--- config.mk ---
export PLATFORM = sky130hd
export DESIGN_NAME = sys_ctrl_gen
export DESIGN_NICKNAME = d
export VERILOG_FILES = /design/src/rtl/sys_ctrl_gen.sv
export SDC_FILE = /design/constraint.sdc
export NUM_CORES = 1
export LEC_CHECK = 0
export ABC_AREA = 1
export CORE_UTILIZATION = 54
export DETAILED_ROUTE_END_ITERATION = 12
export MAX_ROUTING_LAYER = met4
export PLACE_DENSITY = 0.83
export SKIP_CTS_REPAIR_TIMING = 1
export SYNTH_ARGS = -nofsm -noshare
export SYNTH_HDL_FRONTEND = slang
export SYNTH_SLANG_ARGS = --single-unit
export TNS_END_PERCENT = 50
--- constraint.sdc ---
create_clock -name CLK -period 2.52 [get_ports CLK]
set_input_delay 0.63 -clock CLK [delete_from_list [all_inputs] [get_ports CLK]]
set_output_delay 0.63 -clock CLK [all_outputs]
set_load 0.03 [all_outputs]
--- src/rtl/sys_ctrl_gen.sv ---
// Command-frame controller: decodes RX opcode frames into register-file/ALU control and FIFO bytes.
// Optional inter-byte frame timeout is built when SYS_CTRL_TIMEOUT_EN is defined.
module sys_ctrl_gen #(
    parameter int DATA_WIDTH     = 8,
    parameter int ADDR_WIDTH     = 4,
    parameter int FUNC_WIDTH     = 4,
    parameter int TIMEOUT_CYCLES = 1024
) (
    input  logic                    CLK,
    input  logic                    RST,
    input  logic [DATA_WIDTH-1:0]   RX_DATA_IN,
    input  logic                    RX_DATA_VALID,
    output logic [ADDR_WIDTH-1:0]   RegFile_ADDRESS,
    output logic                    RegFile_WrEn,
    output logic                    RegFile_RdEn,
    output logic [DATA_WIDTH-1:0]   RegFile_WrData,
    input  logic [DATA_WIDTH-1:0]   RegFile_RdData,
    input  logic                    RegFile_DATA_VALID,
    output logic [FUNC_WIDTH-1:0]   ALU_FUNC,
    output logic                    ALU_EN,
    output logic                    ALU_CLK_EN,
    input  logic [2*DATA_WIDTH-1:0] ALU_OUT,
    input  logic                    ALU_DATA_VALID,
    output logic [DATA_WIDTH-1:0]   TX_DATA_OUT,
    output logic                    FIFO_WR,
    input  logic                    FIFO_FULL,
    output logic                    CMD_ERROR
);

    localparam logic [DATA_WIDTH-1:0] OP_WRITE = DATA_WIDTH'(8'hAA);
    localparam logic [DATA_WIDTH-1:0] OP_READ  = DATA_WIDTH'(8'hBB);
    localparam logic [DATA_WIDTH-1:0] OP_ALU_OPS = DATA_WIDTH'(8'hCC);
    localparam logic [DATA_WIDTH-1:0] OP_ALU   = DATA_WIDTH'(8'hDD);
    localparam logic [DATA_WIDTH-1:0] OP_BURST = DATA_WIDTH'(8'hEE);

    typedef enum logic [3:0] {
        IDLE, GET_ADDR, GET_DATA, GET_A, GET_B, GET_FN, GET_CNT,
        RF_WRITE, RF_READ, RF_WAIT, ALU_RUN, ALU_WAIT, TX_LO, TX_HI
    } state_t;

    typedef enum logic [1:0] {MODE_WR, MODE_RD, MODE_BURST, MODE_ALU} mode_t;

    state_t                  state_q, state_d;
    mode_t                   mode_q, mode_d;
    logic [ADDR_WIDTH-1:0]   addr_q, addr_d;
    logic [DATA_WIDTH-1:0]   cnt_q, cnt_d;
    logic                    wren_q, wren_d;
    logic [DATA_WIDTH-1:0]   wrdata_q, wrdata_d;
    logic [FUNC_WIDTH-1:0]   func_q, func_d;
    logic [DATA_WIDTH-1:0]   tx_q, tx_d;
    logic [DATA_WIDTH-1:0]   res_hi_q, res_hi_d;
    logic                    err_q, err_d;

`ifdef SYS_CTRL_TIMEOUT_EN
    localparam int TW = $clog2(TIMEOUT_CYCLES + 1);
    logic [TW-1:0]           tmr_q, tmr_d;
`endif

    function automatic logic is_get(input state_t s);
        return s inside {GET_ADDR, GET_DATA, GET_A, GET_B, GET_FN, GET_CNT};
    endfunction

    always_ff @(posedge CLK or negedge RST) begin
        if (!RST) begin
            state_q  <= IDLE;
            mode_q   <= MODE_WR;
            addr_q   <= '0;
            cnt_q    <= '0;
            wren_q   <= 1'b0;
            wrdata_q <= '0;
            func_q   <= '0;
            tx_q     <= '0;
            res_hi_q <= '0;
            err_q    <= 1'b0;
`ifdef SYS_CTRL_TIMEOUT_EN
            tmr_q    <= '0;
`endif
        end else begin
            state_q  <= state_d;
            mode_q   <= mode_d;
            addr_q   <= addr_d;
            cnt_q    <= cnt_d;
            wren_q   <= wren_d;
            wrdata_q <= wrdata_d;
            func_q   <= func_d;
            tx_q     <= tx_d;
            res_hi_q <= res_hi_d;
            err_q    <= err_d;
`ifdef SYS_CTRL_TIMEOUT_EN
            tmr_q    <= tmr_d;
`endif
        end
    end

    always_comb begin
        state_d  = state_q;
        mode_d   = mode_q;
        addr_d   = addr_q;
        cnt_d    = cnt_q;
        wren_d   = 1'b0;
        wrdata_d = wrdata_q;
        func_d   = func_q;
        tx_d     = tx_q;
        res_hi_d = res_hi_q;
        err_d    = 1'b0;

        case (state_q)
            IDLE: begin
                if (RX_DATA_VALID) begin
                    case (RX_DATA_IN)
                        OP_WRITE:   begin mode_d = MODE_WR;    state_d = GET_ADDR; end
                        OP_READ:    begin mode_d = MODE_RD;    state_d = GET_ADDR; end
                        OP_ALU_OPS: begin mode_d = MODE_ALU;   state_d = GET_A;    end
                        OP_ALU:     begin mode_d = MODE_ALU;   state_d = GET_FN;   end
                        OP_BURST:   begin mode_d = MODE_BURST; state_d = GET_ADDR; end
                        default:    err_d = 1'b1;
                    endcase
                end
            end
            GET_ADDR: begin
                if (RX_DATA_VALID) begin
                    addr_d = RX_DATA_IN[ADDR_WIDTH-1:0];
                    if (mode_q == MODE_WR) begin
                        state_d = GET_DATA;
                    end else if (mode_q == MODE_BURST) begin
                        state_d = GET_CNT;
                    end else begin
                        cnt_d   = DATA_WIDTH'(1);
                        state_d = RF_READ;
                    end
                end
            end
            GET_DATA: begin
                if (RX_DATA_VALID) begin
                    wrdata_d = RX_DATA_IN;
                    wren_d   = 1'b1;
                    state_d  = RF_WRITE;
                end
            end
            // Operand writes are registered strobes so the next operand byte can follow immediately.
            GET_A: begin
                if (RX_DATA_VALID) begin
                    addr_d   = '0;
                    wrdata_d = RX_DATA_IN;
                    wren_d   = 1'b1;
                    state_d  = GET_B;
                end
            end
            GET_B: begin
                if (RX_DATA_VALID) begin
                    addr_d   = ADDR_WIDTH'(1);
                    wrdata_d = RX_DATA_IN;
                    wren_d   = 1'b1;
                    state_d  = GET_FN;
                end
            end
            GET_FN: begin
                if (RX_DATA_VALID) begin
                    func_d  = RX_DATA_IN[FUNC_WIDTH-1:0];
                    state_d = ALU_RUN;
                end
            end
            GET_CNT: begin
                if (RX_DATA_VALID) begin
                    if (RX_DATA_IN == '0) begin
                        err_d   = 1'b1;
                        state_d = IDLE;
                    end else begin
                        cnt_d   = RX_DATA_IN;
                        state_d = RF_READ;
                    end
                end
            end
            RF_WRITE: state_d = IDLE;
            RF_READ:  state_d = RF_WAIT;
            RF_WAIT: begin
                if (RegFile_DATA_VALID) begin
                    tx_d    = RegFile_RdData;
                    state_d = TX_LO;
                end
            end
            ALU_RUN, ALU_WAIT: begin
                state_d = ALU_WAIT;
                if (ALU_DATA_VALID) begin
                    tx_d     = ALU_OUT[DATA_WIDTH-1:0];
                    res_hi_d = ALU_OUT[2*DATA_WIDTH-1:DATA_WIDTH];
                    state_d  = TX_LO;
                end
            end
            // TX_LO is shared by ALU low bytes and every register-read byte of a burst.
            TX_LO: begin
                if (!FIFO_FULL) begin
                    if (mode_q == MODE_ALU) begin
                        tx_d    = res_hi_q;
                        state_d = TX_HI;
                    end else begin
                        cnt_d = cnt_q - DATA_WIDTH'(1);
                        if (cnt_q == DATA_WIDTH'(1)) begin
                            state_d = IDLE;
                        end else begin
                            addr_d  = addr_q + ADDR_WIDTH'(1);
                            state_d = RF_READ;
                        end
                    end
                end
            end
            TX_HI: begin
                if (!FIFO_FULL) state_d = IDLE;
            end
            default: state_d = IDLE;
        endcase

`ifdef SYS_CTRL_TIMEOUT_EN
        // Counter holds the number of cycles since the last strobe while a frame is open.
        tmr_d = '0;
        if (is_get(state_d)) tmr_d = RX_DATA_VALID ? TW'(1) : tmr_q + TW'(1);
        if (is_get(state_q) && !RX_DATA_VALID && (tmr_q + TW'(1) == TW'(TIMEOUT_CYCLES))) begin
            state_d = IDLE;
            err_d   = 1'b1;
            tmr_d   = '0;
        end
`endif
    end

    assign RegFile_ADDRESS = addr_q;
    assign RegFile_WrEn    = wren_q;
    assign RegFile_WrData  = wrdata_q;
    assign RegFile_RdEn    = (state_q == RF_READ);
    assign ALU_FUNC        = func_q;
    assign ALU_EN          = (state_q == ALU_RUN);
    assign ALU_CLK_EN      = (state_q == ALU_RUN) || (state_q == ALU_WAIT);
    assign TX_DATA_OUT     = tx_q;
    assign FIFO_WR         = ((state_q == TX_LO) || (state_q == TX_HI)) && !FIFO_FULL;
    assign CMD_ERROR       = err_q;

endmodule

==> impl_metrics.ini <==
; physical design summary
[layout]
ant_diodes = 0
multiInputGateArea_um2 = 1500
num-nonclk-inverters = 49
buffer_area_share_pct = 18.5
fin_nets = 530
area_share_clock_buf_inv_pct = 2.48
area_dominant_class = combinational gates
final.clkbuf_count = 7
seq_cell_count = 48
multi_input_comb_cells = 315

[job]
drv_cap = 0
openroad_warning_count = 27

[yosys]
synthesis.area_um2 = 2930
top_cells_by_count = sky130_fd_sc_hd__nand2_1, sky130_fd_sc_hd__dfrtp_1, sky130_fd_sc_hd__inv_1
ys_async_sr_fraction_pct = 100
ys.flop_type = sky130_fd_sc_hd__dfrtp_1
synthesis.nets = 459
most_common_cell = sky130_fd_sc_hd__nand2_1
ys_types = 30
biggest_area_cells = sky130_fd_sc_hd__dfrtp_1, sky130_fd_sc_hd__nand2_1, sky130_fd_sc_hd__inv_1
yosysTopAreaCellShare_pct = 41.0
synth_sequential_area_ratio_pct = 41.0
count_of_flip_flops_with_a_built_in_enable_after_synthesis = 0

[global_routing]
grt_overflow_total = 0
grt_max_degree = 49
grt_util_met3_pct = 5.56
grt.busiest_layer = met2
grt_use_met1_pct = 39.2
vias_in_the_first_global_route = 2683

[clocking]
root_buffer = sky130_fd_sc_hd__clkbuf_8
clock_latency_ns = 0.31
tritoncts = done

[pwr]
internal_power_uw = 2250
power.share.combinational_pct = 57.3
ir_worst_vdd_mv = 0.753
pg_clk_uw = 487
seq_power_share_pct = 31.6
netSwitchingPower_uw = 2110
clockPowerShare_pct = 11.2
power.largest_group = combinational cells
power_per_cell_area_nw_per_um2 = 1150
leak_pwr_uw = 0.00192
switching_share_pct = 48.3

[worst_setup_path]
gate_family_responsible_for_the_most_delay_along_the_worst_path = buffers and inverters
arrival_ns = 1.80
cp_slowest_cell = sky130_fd_sc_hd__clkdlybuf4s50_1
critPathCaptureType = output port
reg2regPathDepth = 9
cp_data_required_time_ns = 1.89
path_depth = 4
path_max_fanout = 6
worst_path_cell_chain = inv_2 -> nand2_2 -> nor2_2 -> clkdlybuf4s50_1

[timing]
grt_setup_unrepaired = no
worst_clock_skew_ns = 0.00319
timing.final.crit_share_pct = 96.6
slew_headroom_pct = 70.5
report.final.hold_viol_count = 0
max_slew.worst_pin.slew_ns = 0.443
setup_tns_ns = 0
period_needed_ns = 2.43

[die]
floorplan.initialDensity_pct = 56.7
floorplan_die_area_um2 = 5730
coreArea_um2 = 5170

[run_status]
run_status = complete, no violations

[route]
dr_wl_met2_um = 3660
met1_length_um = 3420
wl_per_cell_um = 13.7
vias = 2949
route.antenna.remaining_nets = 0
met3_wl_um = 484
detailed_route_drc_error_count = 0

[placed_design]
preCtsSetupSlack_ns = 0.259

[min_path]
timing.hold.worst.class = in2async
sequential cells by signal, indices dropped and copies added, names as in the netlist:
signal / cells
RegFile_WrEn: 1
RegFile_WrData: 8
state_q: 4
RegFile_ADDRESS: 4
ALU_FUNC: 4
mode_q: 2
CMD_ERROR: 1
TX_DATA_OUT: 8
res_hi_q: 8
cnt_q: 8
cells by family (layout without fill, tap and decap cells):
family                   after synthesis  in the layout  synth area share, %
AND-OR/OR-AND                         52             52                 10.1
XOR/XNOR                               2              2                0.598
adder cells (fa/ha/maj)                3              3                 1.28
buffers and inverters                 55            127                 7.69
flip-flops                            48             48                 41.0
AND/OR/NAND/NOR                      258            258                 39.3
final timing paths:
check                                             end  slack (ns)                       start
setup / recovery                           ALU_CLK_EN        0.09      state_q[2]$_DFFE_PN0P_
hold / removal                   cnt_q[7]$_DFFE_PN0P_        0.29                         RST
setup reg to reg                 cnt_q[3]$_DFFE_PN0P_        0.74      state_q[1]$_DFFE_PN0P_
hold reg to reg            TX_DATA_OUT[5]$_DFFE_PN0P_        0.48  TX_DATA_OUT[5]$_DFFE_PN0P_
max in group asynchronous      state_q[3]$_DFFE_PN0P_        2.01                         RST
min in group CLK           TX_DATA_OUT[5]$_DFFE_PN0P_        0.48  TX_DATA_OUT[5]$_DFFE_PN0P_
placed cells by master, fill, tap and decap left out:
| cell type | count |
|---|---|
| sky130_fd_sc_hd__buf_2 | 1 |
| sky130_fd_sc_hd__nor2_4 | 3 |
| sky130_fd_sc_hd__nor3_1 | 4 |
| sky130_fd_sc_hd__nand2_1 | 160 |
| sky130_fd_sc_hd__a21oi_1 | 3 |
| sky130_fd_sc_hd__nand3b_1 | 2 |
| sky130_fd_sc_hd__inv_1 | 40 |
| sky130_fd_sc_hd__inv_2 | 6 |
| sky130_fd_sc_hd__clkinv_2 | 1 |
| sky130_fd_sc_hd__clkdlybuf4s50_1 | 64 |
| sky130_fd_sc_hd__nor2_2 | 9 |
| sky130_fd_sc_hd__clkinvlp_4 | 1 |
| sky130_fd_sc_hd__buf_12 | 1 |
| sky130_fd_sc_hd__nor2_1 | 34 |
| sky130_fd_sc_hd__ha_1 | 3 |
| sky130_fd_sc_hd__buf_4 | 3 |
| sky130_fd_sc_hd__o21ai_2 | 1 |
| sky130_fd_sc_hd__o21ai_0 | 26 |
| sky130_fd_sc_hd__o211ai_2 | 1 |
| sky130_fd_sc_hd__inv_4 | 2 |
| sky130_fd_sc_hd__clkbuf_1 | 1 |
| sky130_fd_sc_hd__clkbuf_8 | 6 |
| sky130_fd_sc_hd__nand4_1 | 5 |
| sky130_fd_sc_hd__nand3_1 | 24 |
| sky130_fd_sc_hd__dlymetal6s2s_1 | 1 |
| sky130_fd_sc_hd__dfrtp_1 | 48 |
| sky130_fd_sc_hd__o211ai_1 | 9 |
| sky130_fd_sc_hd__nand3_2 | 3 |
| sky130_fd_sc_hd__nand2_2 | 9 |
| sky130_fd_sc_hd__nor2_8 | 1 |
| sky130_fd_sc_hd__nand2_4 | 3 |
| sky130_fd_sc_hd__nor3b_1 | 1 |
| sky130_fd_sc_hd__o21ai_1 | 10 |
| sky130_fd_sc_hd__xor2_1 | 2 |
| sky130_fd_sc_hd__o22ai_1 | 2 |
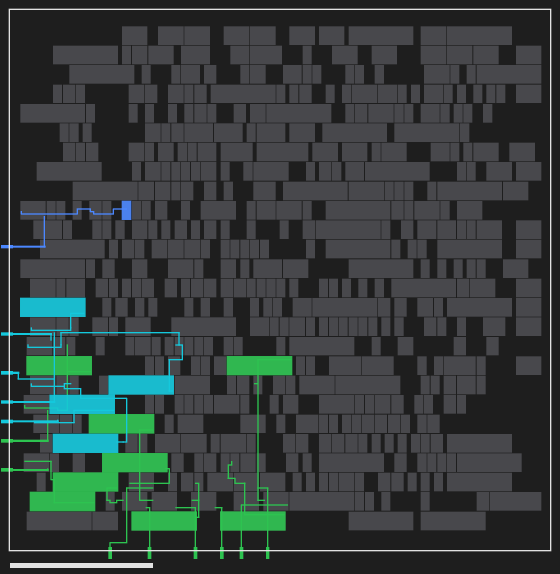
**Above:** nets reached from selected ports.
Scale bar: 20 um.
Key: cyan = ALU_FUNC [bits 4, direction output, end cells 4, buffers 4, wire 116 um]; green = RegFile_WrData [bits 8, direction output, end cells 8, buffers 8, wire 182 um]; blue = ALU_EN [bits 1, direction output, end cells 1, buffers 1, wire 25.7 um]
IO Pins: 68
tally of buffers added on design ports: 67

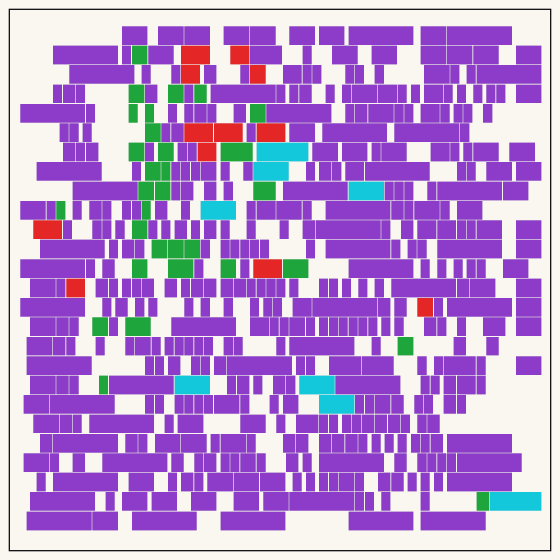
**Above:** cell sizes after repair.
Key: green = drive 2 [cells 31]; red = drive 3 to 4 [cells 12]; cyan = drive 6 and up [cells 8]; purple = drive 1 or less [cells 439]
total non-filler cell area in the finished layout: 3780 um2
number of non-clock buffers: 70
synthesis-to-finish area growth: 28.9%
worst-case setup margin in the final layout: 0.0867 ns

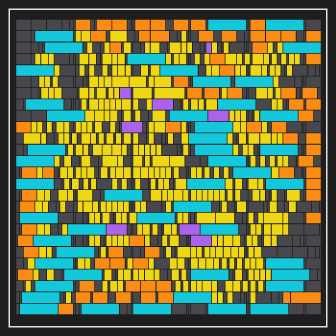
**Above:** placement by cell class.
Fill, decap, tap and diode cells in grey.
Key: orange = other buffers and delay cells [cells 70, share of their area 19%]; cyan = flip-flops [cells 48, share of their area 33%]; yellow = all other logic [cells 364, share of their area 46%]; purple = clock drivers and dummy loads [cells 8, share of their area 2.5%]
fraction of area in registers: 31.8%
Final Util: 73.0%
standard-cell row count: 26

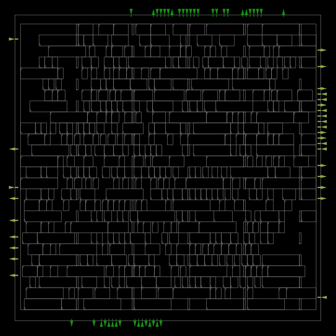
**Above:** placement view.
well-tap cell count: 70
non-filler cells in the finished layout: 560
number of filler cells placed in the layout: 425

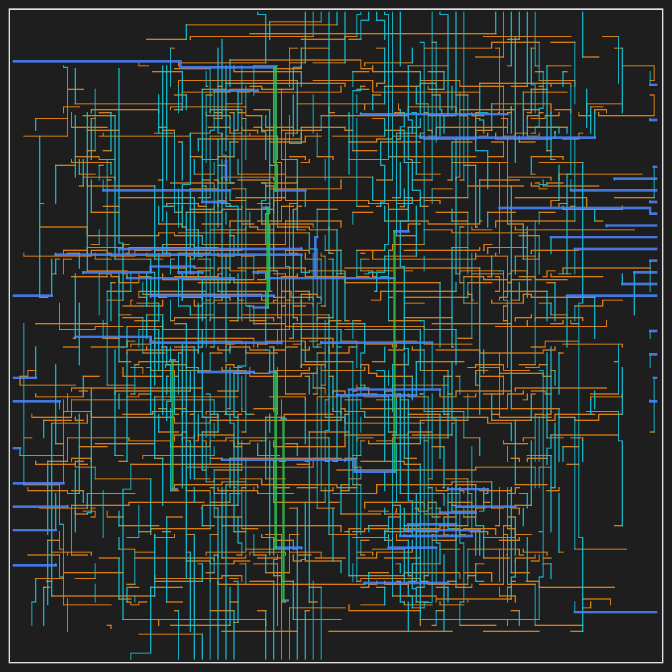
**Above:** wiring by layer.
Key: cyan = met2 [wire length 3660 um]; blue = met3 [wire length 484 um]; green = met4 [wire length 110 um]; orange = met1 [wire length 3420 um]
total wirelength of the detailed-routed design: 7670 um
Total GRT Usage: 29.6%

